### config.mk
export PLATFORM = sky130hd
export DESIGN_NAME = p405s_utlb_access_sched_flat
export DESIGN_NICKNAME = d
export VERILOG_FILES = /design/src/rtl/p405s_utlb_pkg.sv /design/src/rtl/p405s_utlb_access_sched_if.sv /design/src/rtl/p405s_utlb_age_ctr.sv /design/src/rtl/p405s_utlb_access_sched.sv /design/src/flat_wrapper.sv
export SDC_FILE = /design/constraint.sdc
export NUM_CORES = 1
export LEC_CHECK = 0
export CAP_MARGIN = 20
export CORE_AREA = 2 2 42 44
export DETAILED_ROUTE_END_ITERATION = 16
export DIE_AREA = 0 0 44 46
export GPL_TIMING_DRIVEN = 1
export PLACE_DENSITY = 0.71
export SYNTH_ARGS = -nofsm -noshare
export SYNTH_HDL_FRONTEND = slang
export SYNTH_SLANG_ARGS = --single-unit
### constraint.sdc
create_clock -name CB -period 2.9 [get_ports CB]
set_clock_uncertainty 0.15 [all_clocks]
set_input_delay 0.58 -clock CB [delete_from_list [all_inputs] [get_ports CB]]
set_output_delay 0.58 -clock CB [all_outputs]
set_load 0.02 [all_outputs]
### src/rtl/p405s_utlb_pkg.sv
// rtl/p405s_utlb_pkg.sv - shared types and op/source codes for the UTLB access scheduler
package p405s_utlb_pkg;

    typedef enum logic [1:0] {
        IDLE = 2'd0,
        LKUP = 2'd1,
        RD   = 2'd2,
        WR   = 2'd3
    } state_t;

    typedef enum logic [1:0] {
        SRC_EXE = 2'b00,
        SRC_D   = 2'b01,
        SRC_I   = 2'b10
    } src_t;

    localparam logic [1:0] OP_RD = 2'b00;
    localparam logic [1:0] OP_WR = 2'b01;
    localparam logic [1:0] OP_SX = 2'b10;

    // Reserved opcode 11 is executed as a search.
    function automatic state_t opState(input logic [1:0] op);
        case (op)
            OP_RD:   return RD;
            OP_WR:   return WR;
            OP_SX:   return LKUP;
            default: return LKUP;
        endcase
    endfunction

    function automatic int maxCyc(input int a, input int b, input int c);
        int m;
        m = (a > b) ? a : b;
        return (m > c) ? m : c;
    endfunction

endpackage

### src/rtl/p405s_utlb_access_sched_if.sv
// rtl/p405s_utlb_access_sched_if.sv - requester handshakes and UTLB array controls
interface p405s_utlb_access_sched_if;
    logic       exeReq;
    logic [1:0] exeOp;
    logic       exeAck;
    logic       dReq;
    logic       dAck;
    logic       iReq;
    logic       iAck;
    logic       TestM3;
    logic       rdEn;
    logic       wrEn;
    logic       lookupEn;
    logic       LookupenForEnC1;
    logic       opDone;
    logic [1:0] opSrc;
    logic       busy;

    modport master (
        output exeReq, exeOp, dReq, iReq, TestM3,
        input  exeAck, dAck, iAck, rdEn, wrEn, lookupEn, LookupenForEnC1, opDone, opSrc, busy
    );

    modport slave (
        input  exeReq, exeOp, dReq, iReq, TestM3,
        output exeAck, dAck, iAck, rdEn, wrEn, lookupEn, LookupenForEnC1, opDone, opSrc, busy
    );
endinterface

### src/rtl/p405s_utlb_age_ctr.sv
// rtl/p405s_utlb_age_ctr.sv - saturating wait counter that flags a starved instruction-side request
module p405s_utlb_age_ctr #(
    parameter int AGE_MAX = 8
) (
    input  logic CB,
    input  logic reset_n,
    input  logic req,
    input  logic ack,
    output logic aged
);
    localparam int AW = $clog2(AGE_MAX + 1);
    localparam logic [AW-1:0] AGE_TOP = AW'(AGE_MAX);

    logic [AW-1:0] age;

    always_ff @(posedge CB or negedge reset_n) begin
        if (!reset_n) begin
            age <= '0;
        end else if (!req || ack) begin
            age <= '0;
        end else if (age != AGE_TOP) begin
            age <= age + AW'(1);
        end
    end

    assign aged = (age == AGE_TOP);
endmodule

### src/rtl/p405s_utlb_access_sched.sv
// rtl/p405s_utlb_access_sched.sv - single-issue arbiter and sequencer for the shared UTLB array
import p405s_utlb_pkg::*;

module p405s_utlb_access_sched #(
    parameter int LKUP_CYC = 2,
    parameter int RD_CYC   = 1,
    parameter int WR_CYC   = 2,
    parameter int AGE_MAX  = 8
) (
    input  logic CB,
    input  logic reset_n,
    p405s_utlb_access_sched_if.slave bus
);
    localparam int MAX_CYC = maxCyc(LKUP_CYC, RD_CYC, WR_CYC);
    localparam int CNT_W   = (MAX_CYC > 1) ? $clog2(MAX_CYC) : 1;

    state_t           state, nextState;
    logic [CNT_W-1:0] cnt, nextCnt;
    src_t             curSrc, nextSrc;
    logic             exeAckC, dAckC, iAckC;
    logic             aged;
    logic             opDoneQ;
    logic [1:0]       opSrcQ;

    function automatic logic [CNT_W-1:0] opLen(input state_t s);
        case (s)
            LKUP:    return CNT_W'(LKUP_CYC - 1);
            RD:      return CNT_W'(RD_CYC - 1);
            WR:      return CNT_W'(WR_CYC - 1);
            default: return '0;
        endcase
    endfunction

    p405s_utlb_age_ctr #(.AGE_MAX(AGE_MAX)) ageCtr (
        .CB     (CB),
        .reset_n(reset_n),
        .req    (bus.iReq),
        .ack    (iAckC),
        .aged   (aged)
    );

    // Grants are taken in IDLE or in the last cycle of an op so back-to-back ops lose no cycle.
    always_comb begin
        nextState = state;
        nextCnt   = cnt - CNT_W'(1);
        nextSrc   = curSrc;
        exeAckC   = 1'b0;
        dAckC     = 1'b0;
        iAckC     = 1'b0;
        if (state == IDLE || cnt == '0) begin
            nextState = IDLE;
            nextCnt   = '0;
            if (!bus.TestM3 && reset_n) begin
                if (bus.iReq && aged) begin
                    iAckC     = 1'b1;
                    nextState = LKUP;
                    nextSrc   = SRC_I;
                end else if (bus.exeReq) begin
                    exeAckC   = 1'b1;
                    nextState = opState(bus.exeOp);
                    nextSrc   = SRC_EXE;
                end else if (bus.dReq) begin
                    dAckC     = 1'b1;
                    nextState = LKUP;
                    nextSrc   = SRC_D;
                end else if (bus.iReq) begin
                    iAckC     = 1'b1;
                    nextState = LKUP;
                    nextSrc   = SRC_I;
                end
                if (nextState != IDLE) begin
                    nextCnt = opLen(nextState);
                end
            end
        end
    end

    always_ff @(posedge CB or negedge reset_n) begin
        if (!reset_n) begin
            state   <= IDLE;
            cnt     <= '0;
            curSrc  <= SRC_EXE;
            opDoneQ <= 1'b0;
            opSrcQ  <= 2'b00;
        end else begin
            state   <= nextState;
            cnt     <= nextCnt;
            curSrc  <= nextSrc;
            opDoneQ <= (state != IDLE) && (cnt == '0);
            if (state != IDLE && cnt == '0) begin
                opSrcQ <= curSrc;
            end
        end
    end

    assign bus.exeAck          = exeAckC;
    assign bus.dAck            = dAckC;
    assign bus.iAck            = iAckC;
    assign bus.rdEn            = (state == RD);
    assign bus.wrEn            = (state == WR);
    assign bus.lookupEn        = (state == LKUP);
    assign bus.LookupenForEnC1 = (nextState == LKUP);
    assign bus.opDone          = opDoneQ;
    assign bus.opSrc           = opSrcQ;
    assign bus.busy            = (state != IDLE);
endmodule

### src/flat_wrapper.sv
// flat-port wrapper written by rule: the top's interface ports become plain ports
module p405s_utlb_access_sched_flat 
#(
    parameter int LKUP_CYC = 2,
    parameter int RD_CYC   = 1,
    parameter int WR_CYC   = 2,
    parameter int AGE_MAX  = 8
)
  (CB, reset_n, bus_exeReq, bus_exeOp, bus_dReq, bus_iReq, bus_TestM3, bus_exeAck, bus_dAck, bus_iAck, bus_rdEn, bus_wrEn, bus_lookupEn, bus_LookupenForEnC1, bus_opDone, bus_opSrc, bus_busy);
  p405s_utlb_access_sched_if bus_i ();
  input  logic CB;
  input  logic reset_n;
  input wire logic [$bits(bus_i.exeReq)-1:0] bus_exeReq;
  input wire logic [$bits(bus_i.exeOp)-1:0] bus_exeOp;
  input wire logic [$bits(bus_i.dReq)-1:0] bus_dReq;
  input wire logic [$bits(bus_i.iReq)-1:0] bus_iReq;
  input wire logic [$bits(bus_i.TestM3)-1:0] bus_TestM3;
  output wire logic [$bits(bus_i.exeAck)-1:0] bus_exeAck;
  output wire logic [$bits(bus_i.dAck)-1:0] bus_dAck;
  output wire logic [$bits(bus_i.iAck)-1:0] bus_iAck;
  output wire logic [$bits(bus_i.rdEn)-1:0] bus_rdEn;
  output wire logic [$bits(bus_i.wrEn)-1:0] bus_wrEn;
  output wire logic [$bits(bus_i.lookupEn)-1:0] bus_lookupEn;
  output wire logic [$bits(bus_i.LookupenForEnC1)-1:0] bus_LookupenForEnC1;
  output wire logic [$bits(bus_i.opDone)-1:0] bus_opDone;
  output wire logic [$bits(bus_i.opSrc)-1:0] bus_opSrc;
  output wire logic [$bits(bus_i.busy)-1:0] bus_busy;
  assign bus_i.exeReq = bus_exeReq;
  assign bus_i.exeOp = bus_exeOp;
  assign bus_i.dReq = bus_dReq;
  assign bus_i.iReq = bus_iReq;
  assign bus_i.TestM3 = bus_TestM3;
  assign bus_exeAck = bus_i.exeAck;
  assign bus_dAck = bus_i.dAck;
  assign bus_iAck = bus_i.iAck;
  assign bus_rdEn = bus_i.rdEn;
  assign bus_wrEn = bus_i.wrEn;
  assign bus_lookupEn = bus_i.lookupEn;
  assign bus_LookupenForEnC1 = bus_i.LookupenForEnC1;
  assign bus_opDone = bus_i.opDone;
  assign bus_opSrc = bus_i.opSrc;
  assign bus_busy = bus_i.busy;
  p405s_utlb_access_sched #(.LKUP_CYC(LKUP_CYC), .RD_CYC(RD_CYC), .WR_CYC(WR_CYC), .AGE_MAX(AGE_MAX)) u_core (.CB(CB), .reset_n(reset_n), .bus(bus_i));
endmodule
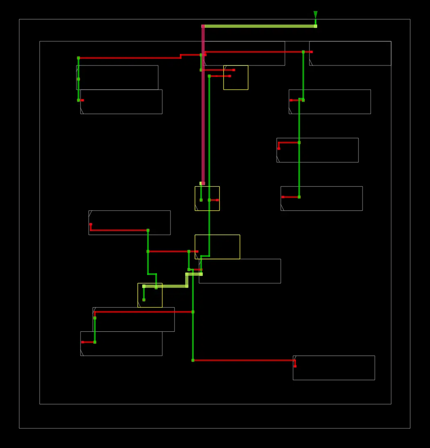
Figure 1: clock wiring as the flow saved it.
TritonCTS Buffers: 3
clk pwr: 0.138 mW

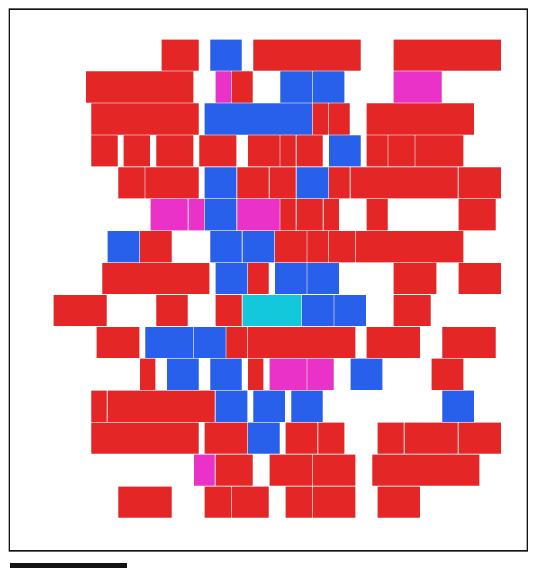
Figure 2: cell sizes after repair.
The bar under the picture is 10 microns long.
legend:
  x6 and larger:
    color: cyan
    cells: 1
    share: 0.94%
    most_used: clkbuf_8
  x1 and smaller:
    color: red
    cells: 71
    share: 67%
    most_used: dfrtp_1
  x3 and x4:
    color: blue
    cells: 26
    share: 25%
    most_used: buf_4
  x2:
    color: magenta
    cells: 8
    share: 7.5%
    most_used: inv_2
setup slack after layout: 0.0504 ns
area grow syn2layout: 63.8%
fin area: 1060 sq um

==> run summary <==
outcome - complete, no violations
Final Cycle Share - 98.3%
min cycle time layout - 2.85 ns
port bufs - 18
root buffer cell - clkbuf_4
Fillers - 141
critical path class - in -> out
reg2reg path depth - 8
grt ovf - 0
Mean Syn Cell Area - 10.1 sq um
FF+latch count, synth - 12
Peak Freq - 351 MHz
register share of total power - 41.7%
Clock Pin Slew Worst Setup and Hold Paths - 0.08 ns
DR vias - 640
Die Wd - 44 microns
min-delay worst type - in -> async
final net count - 117
Ys Warns - 0
FP Core Util - 40.0%
synthesized area - 646 sq um
Pleak - 0.576 nW
yosys stat area - 646 sq um
CTS Sinks - 12
residual DRC count - 0
# H-tree levels - 1
post-synthesis sequential area ratio - 46.5%
Startpoint Class - input port
First-pass DRT Iterations - 4
count leader, synth - dfrtp_1
hold buffers post-CTS - 0
Final setup viols - 0
synth unique cells - 32
Slew headroom - 79.9%
first-pass GRT wire length - 2.45 mm
Comb pwr share - 28.7%
routed wire length - 1.64 mm
routability cong. - 0.800
Initial DRC Count - 26
worst vdd rail ir drop - 253 uV
Post-Route Utilization - 65.5%
All-Layer GR Usage - 16.9%
Max-cap violations - 0
Detail Route Antenna Nets - 0
PD cells - 442 nW/um^2
r2r setup slk - 1.11 ns
Antenna diodes - 0
total internal power - 0.334 mW
Std-Cell Rows - 15
dominant cell type by area after synthesis - dfrtp_1
Clock Power Share - 29.6%
launch point of the worst reg-to-reg path - u_core.ageCtr.age[0]$_DFFE_PN0P_
Slew @ Worst Pin - 0.301 ns
EDFF count, synth - 0
Die Y - 46 microns
pin count of the biggest net entering global routing - 13
Chip Area - 2020 sq um
Synth top cells by count - 12 x dfrtp_1, 5 x nor2b_1
CP endpoint kind - output port
crit path DRT - 2.17 ns
CTS resizes - 8
top_reg_cell synth - dfrtp_1
r2r endpoint - u_core.ageCtr.age[0]$_DFFE_PN0P_
vias in the first global route - 593
biggest area cells - dfrtp_1 47%, nor2b_1 4.8%, ha_1 3.9%, and2_1 2.9%, o21ai_0 2.3%
clk latency late pin - 0.28 ns
Yosys top cell area share - 46.5%
Arr. time, crit path - 2.12 ns
share of cells above drive strength 1 - 33.0%
Slew Limit Fails - 0
Core Region - 1610 sq um
hpwl dp - 1.20 mm
post-synthesis async set-or-reset flop share - 100%
sw power - 0.133 mW
initial antenna violation count - 0
Worst Path Max Fanout - 3
DR vias/cell - 5.20
worst max-delay path by stage:
| stage | start | to | slack (ns) | cells past startpoint |
|---|---|---|---|---|
| 3_5_place_dp | bus_exeReq | bus_LookupenForEnC1 | -0.56 | 6 |
| 4_1_cts | bus_exeReq | bus_LookupenForEnC1 | -0.11 | 6 |
| 5_1_grt | u_core.ageCtr.age[0]$_DFFE_PN0P_ | bus_LookupenForEnC1 | -0.0002 | 7 |
| 3_3_place_gp | bus_exeReq | bus_LookupenForEnC1 | -0.55 | 6 |
| 6_report | bus_exeOp[0] | bus_LookupenForEnC1 | 0.05 | 5 |
| 2_1_floorplan | bus_TestM3 | bus_LookupenForEnC1 | 0.15 | 4 |
layer usage:
layer,share of wire (%),track usage [%]
met1,45,20.0
met4,1.0,10.9
met2,48,27.1
met3,5.7,4.37
met5,0,0
critical path, stage by stage:
cell and delay (ns):
clkdlybuf4s50_1 0.48, nor3b_1 0.05, or4_4 0.54, a222oi_1 0.24, buf_2 0.22
sequential cells by signal (all words and copies together), names as in the netlist:
| register | cells |
|---|---|
| u_core.ageCtr.age | 4 |
| u_core.bus.opDone | 1 |
| u_core.bus.opSrc | 2 |
| u_core.cnt | 1 |
| u_core.curSrc | 2 |
| u_core.state | 2 |
layout by cell type (no fill, tap or decap), types with 2 or more instances in the layout:
| cell type | count |
|---|---|
| clkdlybuf4s50_1 | 9 |
| dlymetal6s2s_1 | 5 |
| buf_4 | 21 |
| dfrtp_1 | 12 |
| a21oi_1 | 2 |
| and3_1 | 2 |
| and2_1 | 3 |
| dlygate4sd2_1 | 3 |
| and2b_1 | 2 |
| inv_2 | 2 |
| nor3b_1 | 2 |
| nor2b_1 | 4 |
| o21ai_0 | 3 |
| nand2_1 | 3 |
| nand2b_1 | 2 |
| nand3_1 | 2 |
| nor2_1 | 3 |
| clkbuf_4 | 3 |
stage by stage:
stage | worst slack (ns) | total power [mW] | setup TNS [ns] | area (sq um) | std cells
global route | -0.000247 | 0.487 | -0.000247 | 1060 | 123
finish | 0.0504 | 0.467 | 0 | 1060 | 123
detailed placement | -0.556 | 0.327 | -1.04 | 978 | 116
global placement | -0.546 | 0.324 | -0.986 | 978 | 116
floorplan | 0.147 | 0.254 | 0 | 646 | 64
CTS | -0.113 | 0.461 | -0.113 | 1010 | 120
layout make-up:
type / instances / area [sq um] / area share, %
Multi-Input combinational cell: 48 / 347 / 32.8
Timing Repair Buffer: 39 / 342 / 32.3
Sequential cell: 12 / 300 / 28.4
Clock buffer: 4 / 36.3 / 3.43
Tap cell: 17 / 21.3 / 2.01
Inverter: 3 / 11.3 / 1.07
power groups by stage:
| stage | clock, mW | combinational, mW | sequential (mW) |
|---|---|---|---|
| after floorplan | 0 | 0.0447 | 0.209 |
| after global placement | 0 | 0.127 | 0.197 |
| after detailed placement | 0 | 0.129 | 0.198 |
| after CTS | 0.139 | 0.128 | 0.195 |
| after global routing | 0.146 | 0.145 | 0.196 |
| final | 0.138 | 0.134 | 0.195 |
logic make-up after synthesis:
group | synth area share, %
muxes | 3.49
AOI/OAI and AO/OA | 12.8
adders and majority gates | 3.88
and+or+nand+nor | 28.3
xor gates and xnor gates | 2.71
DFF | 46.5
buffers and inverters | 2.32
Power is estimated from default activity; no workload was simulated.
